$ cat config.mk
export PLATFORM = sky130hd
export DESIGN_NAME = addr_cvt_sched
export DESIGN_NICKNAME = d
export VERILOG_FILES = /design/src/rtl/addr_cvt_sched.sv
export SDC_FILE = /design/constraint.sdc
export NUM_CORES = 1
export LEC_CHECK = 0
export CORE_MARGIN = 4
export CORE_UTILIZATION = 30
export CTS_BUF_LIST = sky130_fd_sc_hd__clkbuf_16
export DETAILED_ROUTE_END_ITERATION = 10
export SLEW_MARGIN = 30
export SYNTH_ARGS = -nofsm -noshare
export SYNTH_HDL_FRONTEND = slang
export SYNTH_SLANG_ARGS = --single-unit
export TNS_END_PERCENT = 5
$ cat constraint.sdc
create_clock -name clk -period 4.15 [get_ports clk]
set_clock_uncertainty 0.2 [all_clocks]
set_input_delay 0.83 -clock clk [delete_from_list [all_inputs] [get_ports clk]]
set_output_delay 0.83 -clock clk [all_outputs]
set_load 0.01 [all_outputs]
$ cat src/rtl/addr_cvt_sched.sv
// Job sequencer for the addr_cvt converter: scans a (Bx, By) tile in row-major
// order, bounds in-flight conversions with a credit counter, forwards results.
//
// state | meaning
// IDLE  | waiting for start; parameters latched on an accepted start
// ISSUE | presenting coordinates while credits are available
// DRAIN | all coordinates issued, waiting for outstanding results
// DONE  | one-cycle completion pulse
module addr_cvt_sched #(
  parameter int CW      = 16,
  parameter int MAX_OUT = 4,
  parameter int OW      = 4
) (
  input  logic          clk,
  input  logic          rst,
  input  logic          start,
  input  logic [CW-1:0] bx0,
  input  logic [CW-1:0] by0,
  input  logic [CW-1:0] n_cols,
  input  logic [CW-1:0] n_rows,
  output logic          busy,
  output logic          done,
  output logic [CW-1:0] Bx,
  output logic [CW-1:0] By,
  output logic          dma_req,
  input  logic          dma_ready,
  input  logic          req_valid,
  input  logic [31:0]   addr,
  output logic          req_ready,
  output logic          out_valid,
  output logic [31:0]   out_addr,
  input  logic          out_ready
);

  typedef enum logic [1:0] {IDLE, ISSUE, DRAIN, DONE} state_t;

  state_t        state_q, state_d;
  logic [CW-1:0] bx_q, by_q, bx0_q, n_cols_q, col_rem_q, row_rem_q;
  logic [OW-1:0] out_cnt_q;
  logic          issue_acc, res_hs, last_elem, start_acc;

  assign out_valid = req_valid;
  assign out_addr  = addr;
  assign req_ready = out_ready;

  assign busy      = (state_q == ISSUE) || (state_q == DRAIN);
  assign done      = (state_q == DONE);
  assign dma_req   = (state_q == ISSUE) && (out_cnt_q < OW'(MAX_OUT));
  assign Bx        = bx_q;
  assign By        = by_q;

  assign issue_acc = dma_req && dma_ready;
  assign res_hs    = req_valid && out_ready;
  assign start_acc = (state_q == IDLE) && start;
  assign last_elem = (col_rem_q == CW'(1)) && (row_rem_q == CW'(1));

  always_ff @(posedge clk or posedge rst) begin
    if (rst) state_q <= IDLE;
    else     state_q <= state_d;
  end

  always_comb begin
    state_d = state_q;
    case (state_q)
      IDLE: begin
        if (start) begin
          if ((n_cols == '0) || (n_rows == '0)) state_d = DONE;
          else                                  state_d = ISSUE;
        end
      end
      ISSUE:   if (issue_acc && last_elem) state_d = DRAIN;
      DRAIN:   if (out_cnt_q == '0)        state_d = DONE;
      DONE:    state_d = IDLE;
      default: state_d = IDLE;
    endcase
  end

  // Termination relies on the remaining counts, so coordinate wrap is harmless.
  always_ff @(posedge clk or posedge rst) begin
    if (rst) begin
      bx_q      <= '0;
      by_q      <= '0;
      bx0_q     <= '0;
      n_cols_q  <= '0;
      col_rem_q <= '0;
      row_rem_q <= '0;
    end else if (start_acc) begin
      bx_q      <= bx0;
      by_q      <= by0;
      bx0_q     <= bx0;
      n_cols_q  <= n_cols;
      col_rem_q <= n_cols;
      row_rem_q <= n_rows;
    end else if (issue_acc) begin
      if (col_rem_q > CW'(1)) begin
        bx_q      <= bx_q + CW'(1);
        col_rem_q <= col_rem_q - CW'(1);
      end else begin
        bx_q      <= bx0_q;
        by_q      <= by_q + CW'(1);
        col_rem_q <= n_cols_q;
        row_rem_q <= row_rem_q - CW'(1);
      end
    end
  end

  // Stray results with no credit in use saturate at zero.
  always_ff @(posedge clk or posedge rst) begin
    if (rst) begin
      out_cnt_q <= '0;
    end else begin
      case ({issue_acc, res_hs})
        2'b10:   out_cnt_q <= out_cnt_q + OW'(1);
        2'b01:   if (out_cnt_q != '0) out_cnt_q <= out_cnt_q - OW'(1);
        default: out_cnt_q <= out_cnt_q;
      endcase
    end
  end

endmodule

Run 1, placement by cell class:
(3 px per um)
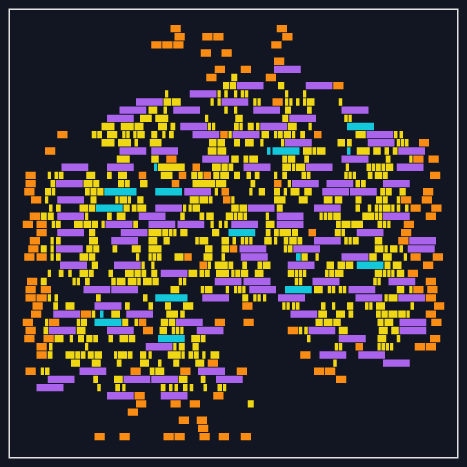
legend:
  purple:
    class: flip-flops
    cells: 102
  cyan:
    class: clock drivers and dummy loads
    cells: 16
  yellow:
    class: all other logic
    cells: 514
  orange:
    class: other buffers and delay cells
    cells: 122
Site Rows: 51
Post-Layout Inst Area: 0.00739 sq mm
Seq area share: 34.5%

Run 1, cell outlines without signal wires:
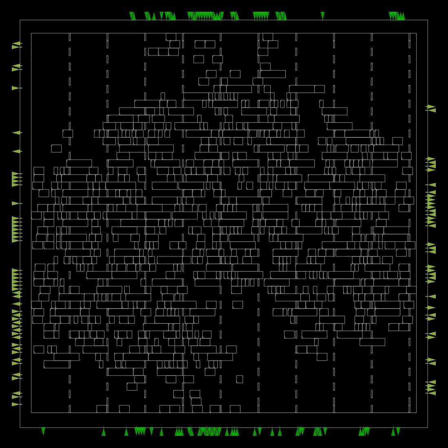
flop count: 102
Tap Cells: 265
core area: 0.0195 sq mm
fillers: 2024

==> Changelog: implementation, run 1 <==
## Implementation

- Iter 0 DRT Violations: 315
- Fmax: 331 MHz
- Io pins: 171
- Seq/Total Area, Yosys: 42.8%
- Post-Syn Nets: 800
- Int Power: 2.96 mW
- Die Height: 149 um
- CTS tree: done
- Largest stage delay on the critical path: 0.60 ns
- Pleak: 2.91 nW
- Post-synth area from yosys stat: 0.00596 sq mm
- Vias/cell: 5.15
- Antenna violations before repair: 0
- Post-CTS Setup Inserts: 0
- Mapped Cells: 686
- Fin. max-slew vios: 0
- Wirelength per Cell: 16.7 um
- Met3 routed WL: 943 um
- Critical Path RT: 3.12 ns
- Main power group: combinational cells
- Die Width: 149 um
- Largest net degree at the start of global routing: 82
- Ys flop type: dfrtp_1
- Syn Area/Cell: 8.69 sq um
- RD Place Congestion: 0.867
- Min Hold Slack: 0.267 ns
- R2R setup slack: 1.41 ns
- R2R Path Start: col_rem_q[4]$_DFFE_PP0P_
- Placed cell areas: 0.00709 sq mm
- Gr busiest metal: met2
- Input/output buffers: 106
- Crit-path max FO: 4
- Fin crit period: 3.02 ns
- Yosys cell types: 61
- Slowest cell on crit path: clkdlybuf4s50_1
- Nets: 863
- Overall power: 4.88 mW
- Fp util: 30.5%
- First-pass GRT wire length: 27.9 mm
- WP depth: 4
- Reg power frac: 39.4%
- Max clock buf depth: 2
- DP Worst Slack: 0.921 ns
- Commonest cells after routing, fill and taps aside: nand2_1 (154), clkdlybuf4s50_1 (106), dfrtp_1 (102)
- Hold_sp: bx0_q[4]$_DFFE_PP0P_
- Synth Warn #: 0
- TritonCTS Buffers: 9
- Count leader, synth: nand2_1
- Global Route met3 Usage: 3.68%
- Dpl hpwl: 11.9 mm
- VDD IR max: 0.256 mV
- Synth top cells by count: nand2_1 (155), dfrtp_1 (102), o21ai_0 (43)
- Diode count: 0
- Vias in the first global route: 5269
- GR Util All Layers: 15.7%
- Final WS setup: 1.13 ns
- Area added between synthesis and finish: 24.0%
- CP Class: reg2out
- Crit start category: register
- Netlist Area Pre-Place: 0.00596 sq mm
- Async SR Flop Fraction: 100%
- Slew HR: 39.8%
- Clock Power Share: 18.3%
- Tool warnings: 32
- DR vias: 5250
- FF-to-FF End: col_rem_q[2]$_DFFE_PP0P_
- Met1 WL: 7.73 mm
- RSZ-0062 raised after global routing: no
- Worst setup endpoint: dma_req
- CP Cell Sequence: inv_1, ha_1, nor3b_1, clkdlybuf4s50_1
- GR Util met2: 25.5%
- H-tree depth: 3
- Share of cells above drive strength 1: 6.23%
- Post-layout utilization of the core: 37.9%
- Yosys cell count: 686
- Finish-stage setup viols: 0
- Routed Antenna Nets: 0
- Switching power: 1.93 mW
- Logic pwr share: 42.2%
- CTS resizes: 0
- Post-synth top area cell: dfrtp_1
- Crit path DAT: 1.99 ns
- Most numerous logic cell after layout: nand2_1
- Iteration tally of the first detailed-router pass: 5
- Seq power: 1.93 mW
- GR Util met1: 21.1%
- Top Metal Used: met4
- Final Cycle Share: 72.7%
- Cell Count, Final, Fillers Out: 1019
- Final wirelength: 17.0 mm
- Critical path endpoint category: primary output
- Measured slew at the worst slew-check pin: 0.896 ns
- Hold Vio Cnt, Final: 0
- Post-route DRC violation count: 0
- P_clk: 0.896 mW
- Buffers plus inverters on the worst setup path: 2
- Crit path launch: state_q[1]$_DFFE_PP0P_
- Placed cell count: 1003
- Synth top area share: 42.8%
- Power Combinational: 2.06 mW
- HP Class: reg2reg
- Worst skew pair latency: 0.35 ns
- Hold buffer count at cts: 0
- Flip-flops with a built-in enable: 0
- Root buf cell: clkbuf_16
- Ys flops: 102
- Setup tns final: 0 ns
- Power per Cell Area: 661 mW/mm^2
- Largest delay share family, worst path: buffers and inverters
- CTS Sinks: 102
- End point of the worst hold path: bx0_q[4]$_DFFE_PP0P_
- Reg2reg path depth: 7
- Worst-path clk slew: 0.07 ns
- Top cells by area: dfrtp_1 (43%), nand2_1 (9.8%), buf_4 (4.3%)
- Hold Crit Depth: 2
- Routed met2 length: 8.09 mm
- Switching Fraction: 39.4%
- GR Overflow Total: 0
- Max_cap viols: 0
- Status: completed
- Die area: 0.0222 sq mm
Run 1, wire density map:
(2 px per um) 30 x 30 tiles, from white (low) to dark blue (high), scaled to the fullest tile. Values are wire area over tile area, all layers added.
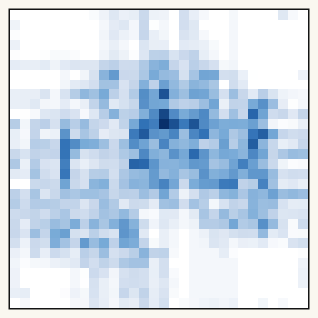
fullest tile: 0.57
nearly empty tiles: 22%
tiles over half the peak: 11%

==> run 1: cell families after synthesis <==
logic type	Yosys count	synth area share, %
flops	102	42.8
compound gates	141	15.8
buf+inv	81	7.66
mux	4	0.713
simple gates	302	24.0
xor+xnor	44	6.46
fa+ha+maj	12	2.52
==> run 1: cell type report <==
class                   count  area (sq um)  area share (%)
well taps                 265           332            4.49
flip-flops and latches    102          2550            34.5
clock inverters             7          80.1            1.08
multi-input cells         503          2980            40.3
clock buffers               9           225            3.05
inverters                  11          43.8           0.592
repair buffers            122          1180            16.0
==> run 1: tightest hold or removal path, cell delays in order, from the launching register on <==
cell and delay [ns]:
dfrtp_1 0.33, nand2_1 0.06, nand2_1 0.05
Run 1, the metal 3 layer:
(2 px per um) Cells faint in the background.
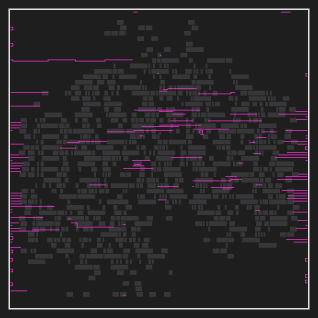

==> run 1 -> run 2 <==
==> constraint.sdc (replaced) <==
create_clock -name clk -period 3.1 [get_ports clk]
set_clock_uncertainty 0.2 [all_clocks]
set_input_delay 0.62 -clock clk [delete_from_list [all_inputs] [get_ports clk]]
set_output_delay 0.62 -clock clk [all_outputs]
set_load 0.01 [all_outputs]
Run 2, the metal 3 layer:
(2 px per um) Cells faint in the background.
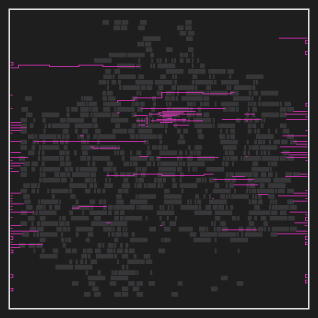
longest straight run: 55.7 um
nets with wire on the layer: 95
DR vias: 5233
Global Route met3 Usage: 3.68%

==> Changelog: implementation, run 2 <==
## Implementation

- Status: completed
- GR Util met2: 26.5% (+0.91 points)
- TritonCTS Buffers: 9 (unchanged)
- Crit path DAT: 1.95 ns (-0.04 ns)
- Fp util: 30.5% (unchanged)
- R2R setup slack: 0.62 ns (-0.79 ns)
- Syn Area/Cell: 8.69 sq um (unchanged)
- Hold_sp: bx0_q[4]$_DFFE_PP0P_
- Fin. max-slew vios: 0 (unchanged)
- Buffer share of cell area: 17.4% (+1.4 points)
- Combinational gates: 503 (unchanged)
- CTS tree: done
- Setup tns final: 0 ns (unchanged)
- Mux frac, synth: 0.713% (unchanged)
- Switching Fraction: 38.9% (-0.56 points)
- VDD IR max: 0.320 mV (+25%)
- Min Hold Slack: 0.271 ns (+0.00401 ns)
- Count leader, synth: nand2_1
- Crit path launch: state_q[1]$_DFFE_PP0P_
- Routed Antenna Nets: 0 (unchanged)
- Hold Crit Depth: 2 (unchanged)
- Buffers plus inverters on the worst setup path: 2 (unchanged)
- Top cells by area: dfrtp_1 (43%), nand2_1 (9.8%), buf_4 (4.3%)
- Slew HR: 48.0% (+8.1 points)
- Worst-path clk slew: 0.07 ns (about the same)
- Root buf cell: clkbuf_16
- Tool warnings: 32 (unchanged)
- Xor+xnor area frac: 6.46% (unchanged)
- Ys flop type: dfrtp_1
- WP depth: 4 (unchanged)
- Overall power: 6.72 mW (+38%)
- CP Class: reg2out
- CTS resizes: 0 (unchanged)
- Comb gate area: 0.00298 sq mm (unchanged)
- H-tree depth: 3 (unchanged)
- R2R Path Start: col_rem_q[4]$_DFFE_PP0P_
- Seq power: 2.59 mW (+34%)
- Share of cells above drive strength 1: 7.84% (+1.6 points)
- CTS Sinks: 102 (unchanged)
- Top Metal Used: met4
- Most numerous logic cell after layout: nand2_1
- Yosys cell types: 61 (unchanged)
- Mapped Cells: 686 (unchanged)
- Hold Vio Cnt, Final: 0 (unchanged)
- Post-Syn Nets: 800 (unchanged)
- GR Util All Layers: 15.8% (+0.058 points)
- Finish-stage setup viols: 0 (unchanged)
- Reg power frac: 38.6% (-0.8 points)
- Die Width: 149 um (unchanged)
- Post-CTS Setup Inserts: 0 (unchanged)
- Largest stage delay on the critical path: 0.59 ns (about the same)
- Synth Warn #: 0 (unchanged)
- Site Rows: 51 (unchanged)
- Yosys adder share: 2.52% (unchanged)
- Crit-path max FO: 4 (unchanged)
- Wirelength per Cell: 16.6 um (-0.76%)
- Nets: 874 (+1.3%)
- Flop count: 102 (unchanged)
- Yosys cell count: 686 (unchanged)
- Core area: 0.0195 sq mm (unchanged)
- ClkCell Share: 4.49% (+0.36 points)
- Die Height: 149 um (unchanged)
- Synth top area share: 42.8% (unchanged)
- Final Cycle Share: 89.3%
- Clkbuf count: 9 (unchanged)
- Clock Power Share: 19.4% (+1.1 points)
- Post-synth top area cell: dfrtp_1
- Power Combinational: 2.82 mW (+37%)
- Max_cap viols: 0 (unchanged)
- Biggest Area Class: logic gates
- Int Power: 4.11 mW (+39%)
- Logic inverters: 11 (unchanged)
- Comb area leader: simple AND/OR/NAND/NOR gates
- Die area: 0.0222 sq mm (unchanged)
- Seq area share: 33.8% (-0.77 points)
- RSZ-0062 raised after global routing: no
- GR Overflow Total: 0 (unchanged)
- Post-synth area from yosys stat: 0.00596 sq mm (unchanged)
- Max clock buf depth: 2 (unchanged)
- Main power group: combinational cells
- Worst setup endpoint: dma_req
- Worst skew pair latency: 0.36 ns (about the same)
- Iteration tally of the first detailed-router pass: 4 (-1)
- Flip-flops with a built-in enable: 0 (unchanged)
- HP Class: reg2reg
- Post-route DRC violation count: 0 (unchanged)
- Final wirelength: 17.1 mm (+0.31%)
- Synth top cells by count: nand2_1 (155), dfrtp_1 (102), o21ai_0 (43)
- Reg area: 0.00255 sq mm (unchanged)
- Iter 0 DRT Violations: 226 (-28%)
- Commonest cells after routing, fill and taps aside: nand2_1 (154), clkdlybuf4s50_1 (106), dfrtp_1 (102)
- Ys flops: 102 (unchanged)
- Met1 WL: 7.72 mm (-0.22%)
- Fin crit period: 2.77 ns
- Seq/Total Area, Yosys: 42.8% (unchanged)
- Reg2reg path depth: 5 (-2)
- End point of the worst hold path: bx0_q[4]$_DFFE_PP0P_
- Largest delay share family, worst path: buffers and inverters
- Power per Cell Area: 889 mW/mm^2 (+35%)
- Netlist Area Pre-Place: 0.00596 sq mm (unchanged)
- Vias/cell: 5.08 (-1.4%)
==> run 2: cell types whose count changed in the layout (fill, tap and decap cells not counted) <==
cell | previous run | this run
buf_4 | 16 | 23
inv_4 | 1 | 0
bufinv_16 | 2 | 3
clkinv_4 | 0 | 1
clkinvlp_4 | 0 | 2
clkinv_2 | 1 | 0
clkinv_1 | 3 | 1
buf_12 | 0 | 4
==> run 2: per-stage QoR <==
step | setup WS (ns) | instance area (sq um) | util (%) | cells
2_1_floorplan | 0.521 | 5970 | - | 686
3_3_place_gp | 0.323 | 7220 | 37.0 | 1014
3_5_place_dp | 0.298 | 7220 | 37.0 | 1014
4_1_cts | 0.226 | 7560 | 38.7 | 1030
5_1_grt | 0.183 | 7560 | 38.7 | 1030
6_report | 0.331 | 7560 | 38.7 | 1030
No activity file was given, so power comes from the tool's default toggle rates.
